==> src/rtl/enet_nios_lan_bus_arbiter.sv <==
// Two-port Avalon arbiter sequencing a 16-bit async chip-select/strobe LAN bus with round-robin grants.
// Optional ENET_ARB_TURNAROUND_EN inserts one dead bus cycle after every read.
module enet_nios_lan_bus_arbiter #(
   parameter int ADDR_W     = 4,
   parameter int DATA_W     = 16,
   parameter int SETUP_CYC  = 1,
   parameter int STROBE_CYC = 3,
   parameter int HOLD_CYC   = 1
) (
   input  logic              clk,
   input  logic              reset_n,
   input  logic              m0_read,
   input  logic              m0_write,
   input  logic [ADDR_W-1:0] m0_address,
   input  logic [DATA_W-1:0] m0_writedata,
   output logic [DATA_W-1:0] m0_readdata,
   output logic              m0_waitrequest,
   input  logic              m1_read,
   input  logic              m1_write,
   input  logic [ADDR_W-1:0] m1_address,
   input  logic [DATA_W-1:0] m1_writedata,
   output logic [DATA_W-1:0] m1_readdata,
   output logic              m1_waitrequest,
   output logic              enet_cs_n,
   output logic              enet_rd_n,
   output logic              enet_wr_n,
   output logic [ADDR_W-1:0] enet_addr,
   output logic [DATA_W-1:0] enet_data_out,
   output logic              enet_data_oe,
   input  logic [DATA_W-1:0] enet_data_in,
   output logic              busy
);

   localparam logic [3:0] SETUP_LD  = 4'(SETUP_CYC - 1);
   localparam logic [3:0] STROBE_LD = 4'(STROBE_CYC - 1);
   localparam logic [3:0] HOLD_LD   = 4'(HOLD_CYC - 1);

   typedef enum logic [2:0] {
      IDLE   = 3'd0,
      SETUP  = 3'd1,
      STROBE = 3'd2,
      HOLD   = 3'd3
`ifdef ENET_ARB_TURNAROUND_EN
      , TURN = 3'd4
`endif
   } state_t;

   state_t     state_reg;
   logic [3:0] cnt_reg;
   logic       grant_reg;
   logic       last_grant_reg;
   logic       wr_reg;

   logic              req0, req1, pick, pick_wr, last_done;
   logic [ADDR_W-1:0] pick_addr;
   logic [DATA_W-1:0] pick_wdata;

   assign req0 = m0_read | m0_write;
   assign req1 = m1_read | m1_write;
   // On a tie the port that did not win last time gets the bus.
   assign pick       = (req0 & req1) ? ~last_grant_reg : req1;
   assign pick_wr    = pick ? m1_write : m0_write;
   assign pick_addr  = pick ? m1_address : m0_address;
   assign pick_wdata = pick ? m1_writedata : m0_writedata;

   assign last_done      = (state_reg == HOLD) && (cnt_reg == 4'd0);
   assign m0_waitrequest = req0 & ~(last_done & ~grant_reg);
   assign m1_waitrequest = req1 & ~(last_done & grant_reg);
   assign busy           = (state_reg != IDLE);

   always_ff @(posedge clk or negedge reset_n) begin
      if (!reset_n) begin
         state_reg      <= IDLE;
         cnt_reg        <= 4'd0;
         grant_reg      <= 1'b0;
         last_grant_reg <= 1'b1;
         wr_reg         <= 1'b0;
         enet_cs_n      <= 1'b1;
         enet_rd_n      <= 1'b1;
         enet_wr_n      <= 1'b1;
         enet_addr      <= '0;
         enet_data_out  <= '0;
         enet_data_oe   <= 1'b0;
         m0_readdata    <= '0;
         m1_readdata    <= '0;
      end else begin
         case (state_reg)
            IDLE: begin
               if (req0 | req1) begin
                  state_reg      <= SETUP;
                  cnt_reg        <= SETUP_LD;
                  grant_reg      <= pick;
                  last_grant_reg <= pick;
                  wr_reg         <= pick_wr;
                  enet_addr      <= pick_addr;
                  enet_cs_n      <= 1'b0;
                  enet_data_oe   <= pick_wr;
                  if (pick_wr) enet_data_out <= pick_wdata;
               end
            end
            SETUP: begin
               if (cnt_reg == 4'd0) begin
                  state_reg <= STROBE;
                  cnt_reg   <= STROBE_LD;
                  enet_wr_n <= ~wr_reg;
                  enet_rd_n <= wr_reg;
               end else begin
                  cnt_reg <= cnt_reg - 4'd1;
               end
            end
            STROBE: begin
               if (cnt_reg == 4'd0) begin
                  state_reg <= HOLD;
                  cnt_reg   <= HOLD_LD;
                  enet_wr_n <= 1'b1;
                  enet_rd_n <= 1'b1;
                  // Chip drives valid data right up to the rising read strobe.
                  if (!wr_reg) begin
                     if (grant_reg) m1_readdata <= enet_data_in;
                     else           m0_readdata <= enet_data_in;
                  end
               end else begin
                  cnt_reg <= cnt_reg - 4'd1;
               end
            end
            HOLD: begin
               if (cnt_reg == 4'd0) begin
                  enet_cs_n    <= 1'b1;
                  enet_data_oe <= 1'b0;
`ifdef ENET_ARB_TURNAROUND_EN
                  state_reg    <= wr_reg ? IDLE : TURN;
`else
                  state_reg    <= IDLE;
`endif
               end else begin
                  cnt_reg <= cnt_reg - 4'd1;
               end
            end
            default: state_reg <= IDLE;
         endcase
      end
   end

endmodule

==> config.mk <==
export PLATFORM = sky130hd
export DESIGN_NAME = enet_nios_lan_bus_arbiter
export DESIGN_NICKNAME = d
export VERILOG_FILES = /design/src/rtl/enet_nios_lan_bus_arbiter.sv
export SDC_FILE = /design/constraint.sdc
export NUM_CORES = 1
export LEC_CHECK = 0
export CAP_MARGIN = 20
export CORE_ASPECT_RATIO = 0.6
export CORE_MARGIN = 3
export CORE_UTILIZATION = 35
export CTS_CLUSTER_DIAMETER = 200
export DETAILED_ROUTE_END_ITERATION = 8
export PLACE_DENSITY = 0.66
export SETUP_SLACK_MARGIN = 0.4
export SYNTH_ARGS = -nofsm -noshare
export SYNTH_HDL_FRONTEND = slang
export SYNTH_SLANG_ARGS = --single-unit
==> constraint.sdc <==
create_clock -name clk -period 2.6 [get_ports clk]
set_input_delay 0.52 -clock clk [delete_from_list [all_inputs] [get_ports clk]]
set_output_delay 0.52 -clock clk [all_outputs]
set_load 0.05 [all_outputs]
Clock nets:
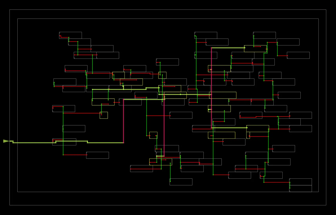
number of flip-flops and latches: 65
number of clock sinks seen by CTS: 65

Cell classes on the final placement:
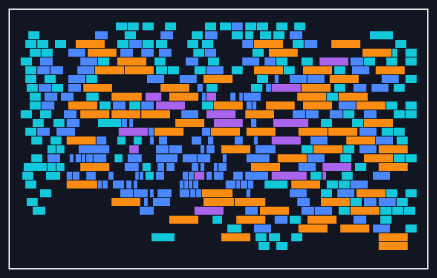
Key: clock drivers and dummy loads = purple [cells 16, share of their area 6.8%]; combinational and other logic = blue [cells 152, share of their area 31%]; flops = orange [cells 65, share of their area 34%]; other buffers and delay cells = cyan [cells 134, share of their area 28%]

Clock wires, drivers and flops:
Scale bar: 50 um.
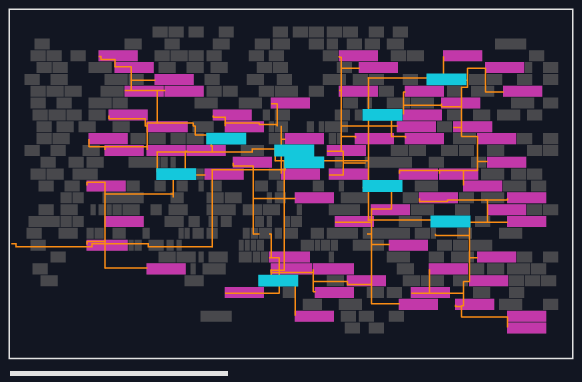
Key: clock wires = orange [length 862 um]; clock drivers = cyan [count 9]; flip-flops = magenta [count 65]
There are 10 routed clock nets.

Where the registers sit:
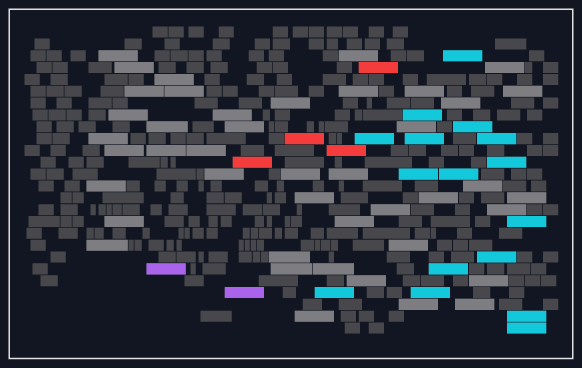
Key: `state_reg` = purple [flops 2]; `enet_addr` = red [flops 4, where middle]; `m0_readdata` = cyan [flops 16]
Another 43 sequential cells are not colored.

Wire density map:
The die is cut into 26 by 16 equal tiles; dark blue is low, red is high, scaled to the fullest tile. Values are wire area over tile area, all layers added.
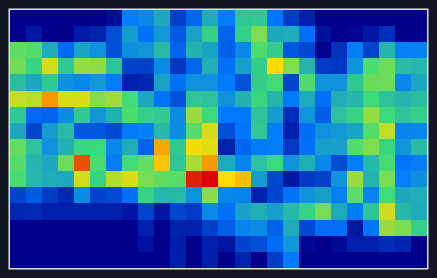
16% of the tiles are nearly empty. The mean over all tiles is 0.12. The fullest tile reaches 0.42.

==> results.txt <==
The synthesis and PnR run went through. The pin closest to its max-slew limit shows a slew of 0.546 ns. Upper clock frequency limit landed at 458 MHz. Per the STA report, the cell with the highest stage delay on the worst path is dfrtp_2. For this run the detailed placement stage logged an HPWL of 5.89 mm. Among all cell types in the netlist, the one instantiated most often is dfrtp_1.

Sum of overflow across all layers after global routing landed at 0. Design internal power landed at 4.36 mW. For the worst reg-to-reg path, the startpoint reported by OpenROAD is cnt_reg[0]. Non-clock inverter instance count of the final layout landed at 7.

Walking the worst path, the cells encountered are inv_1 -> ha_2 -> nand4bb_1 -> o22a_1 -> buf_12. Count of inserted tapcells landed at 112. The number of antenna diodes in the final layout is 0. Sequential share of the synthesized area landed at 51.3%.

The script logs the ratio of routed vias to standard cells as 4.84. Together, buffers and inverters on the worst path number 2. After clock tree synthesis, the flow added hold-fix buffers numbering 0. In the final layout, the multi-input gates occupy 1480 um^2. Effective utilization at floorplan landed at 36.6%. Per STA, the endpoint of the critical path is m0_waitrequest. Maximum buffer depth of the clock tree landed at 2. Routed length on met1 landed at 3.94 mm. In this run the static leakage power is 2.20 nW. The combinational power reported by the tool is 4.62 mW. After layout, the setup clock skew is reported as 0.00747 ns.

Per the timing report, the most critical flop-to-flop path finishes at m1_readdata[0]. Number of gates resized after CTS landed at 4. The cell-mix breakdown from Yosys lists the compound-gate area share as 8.06%. The critical path crosses 5 cells after its start point. Number of hold violations in the final report landed at 0. Dividing the final minimum period by the clock period gives 84.1%. According to the timing report, the critical path is launched from cnt_reg[0].

Area of all sequential standard cells landed at 1630 um^2. The routed layout has 2,316 vias. Placeable core region landed at 8690 um^2.

Largest driver fanout on the critical path landed at 5. Area of the mapped netlist landed at 3180 um^2. For reference, the most critical setup path is categorized as reg -> out. The largest part of the power goes to combinational cells.

Area of the chip landed at 10,300 um^2. In the final layout, multi-input gates take up 29.7% of the cell area. Before CTS, the worst setup slack after placement is -0.187 ns. Global-route wire length before repair landed at 12.9 mm.

The cell type that accounts for the most area after synthesis is dfrtp_1. Number of logic gates landed at 145. In this run the cell area measured after placement is 4570 um^2. Total power normalized to cell area comes to 1580 nW/um^2. Between the synthesized netlist and the finished layout, the area growth was recorded as 56.3%. The share of total power dissipated in combinational logic is 58.9%.

Chip width landed at 129 um. The tightest min-delay check is of the in -> async type. Worst setup slack for register-to-register paths landed at 0.46 ns.

Looking at the post-CTS report, the setup buffer insertion count equals 1. Post-synthesis net count landed at 295. Summing the areas of all xor and xnor instances in the mapped netlist gives 0% of the synthesized area. Count of flip-flops with a built-in enable after synthesis landed at 0. Tally of OpenROAD warnings landed at 31. Total met3 wirelength after detailed routing landed at 592 um. The number of antenna violations at the first check in global routing is 0. In this run the vertical extent of the chip is 79.9 um.

The placement report lists the number of port buffers as 120. Net switching fraction of the power landed at 44.3%. Worst vdd rail ir drop landed at 0.580 mV. Sequential cells account for 24.3% of the total power. Post-synth area from yosys stat landed at 3180 um^2. TritonCTS built the clock tree.

The worst setup path is captured at an output port. Total net switching power landed at 3.48 mW. Share of async-settable or async-resettable flops after synthesis landed at 100%. Per the detail_route log, the uppermost layer with routed signals is met4. Across the run, the number of max-cap violations was 0. Yosys reports that the most numerous cell types are dfrtp_1 (61), mux2_2 (36), mux2_4 (29). Count of antenna-violating nets left after detailed routing landed at 0. The final report gives the core utilization as 57.3%. Clock network power for this build is 1.32 mW. Setup repair after global routing could not meet its margin everywhere. Number of cells in the yosys synthesis report landed at 227.

Fraction of synthesized area in multiplexers landed at 27.7%. Sum of negative setup slack landed at 0 ns. The share of synthesized area in the top cell type comes to 48.0%.

Counting pins that exceed their max-slew limit in the final report gives 0. Count of state elements after synthesis landed at 65. The detailed router reported a total wirelength of 7.82 mm. The flow reports power dissipated in sequential cells as 1.91 mW.

The worst setup path is launched from a flip-flop. In this run the number of H-tree levels came out at 3. The script parses the final routing iteration and logs DRC violations as 0.

After technology mapping, the gate count stands at 227. After synthesis, the largest family of logic cells by area is multiplexers. The final power report lists total power as 7.84 mW. The number of global-route vias before repair was 2,447. Cell depth of the worst flop-to-flop path landed at 6. Number of optimization iterations in the first detailed-route pass landed at 4. Summing all non-filler instances in the final layout gives an area of 4980 um^2. The final layout report lists a non-clock buffer count of 134. Maximum number of pins on one net before global-route repair landed at 66. The initialized floorplan defines 26 standard-cell rows. Routed length on met2 landed at 3.22 mm. At the worst endpoint, the arrival time is 1.67 ns. Number of distinct library cells after synthesis landed at 40. Clock latency at the later pin of the worst-skew pair landed at 0.32 ns. In the final layout, the registers with the most flip-flops are enet_data_out (16), m0_readdata (16), m1_readdata (16). Per the finish-stage timing summary, setup violations number 0. Routability-driven placement finished with a final weighted congestion of 0.749. Top-level port count landed at 121. Required time reported for the critical path endpoint landed at 2.08 ns. Per the layout report, the design carries 712 filler cells. The root buffer cell chosen for the clock tree is clkbuf_16. After synthesis, the cell types taking the most area are dfrtp_1 (48%), mux2_4 (14%), mux2_2 (13%). The tightest hold path in the finished design has a slack of 0.208 ns.

During synthesis, Yosys emitted a total of 0 warnings. After the first detailed-routing iteration, the DRC count stood at 93. Clock tree buffer count of the final layout landed at 11. Fraction of area in registers landed at 32.8%. On the critical path the largest part of the delay comes from flip-flops. Once placement completed, the tool counted placed cells totaling 460. Summed over all routing layers, the global router reports a total usage of 16.0%.

The flow ran to the end, and the final reports show no timing, DRC or antenna violations. Of the total synthesized cell area, the portion taken by AND, OR, NAND and NOR gates is 7.51%. Looking at the cell usage after synthesis, the top flip-flop cell is dfrtp_1. Relative area of clock buffers and inverters in the final design landed at 6.61%.

Number of buffers created by CTS landed at 9. Share of final layout cell area taken by non-clock buffers landed at 27.5%. Checking max transition, the worst relative margin is 63.5%. In the CTS report, the clock slew at the register clock pins of the worst setup and hold paths is listed as 0.06 ns. Post-synthesis average cell area landed at 14.0 um^2. The biggest slice of the area belongs to sequential cells. Final non-filler cell total landed at 479.

The post-route netlist has 31.9% of its cells at a drive strength greater than 1.
[layer usage]
metal	track usage (%)	up-vias
li1	-	1096
met1	22.8	1122
met2	22.6	89
met3	6.02	9
met4	4.09	0
met5	0	-
[cells in the final DEF, fill, tap and decap left out, types with 3 or more instances in the layout]
cell	netlist	final
dfrtp_1	61	60
mux2_2	36	36
ha_1	6	4
inv_1	7	7
o21ai_0	10	9
nor3_1	3	3
mux2_4	29	29
a21oi_1	6	6
buf_12	0	5
clkbuf_16	0	9
clkdlybuf4s50_1	0	113
buf_4	0	10
nor2_1	8	8
o22a_1	3	3
mux2i_1	4	4
nand2_1	9	9
dfstp_2	4	4
Power and IR drop assume default switching activity.
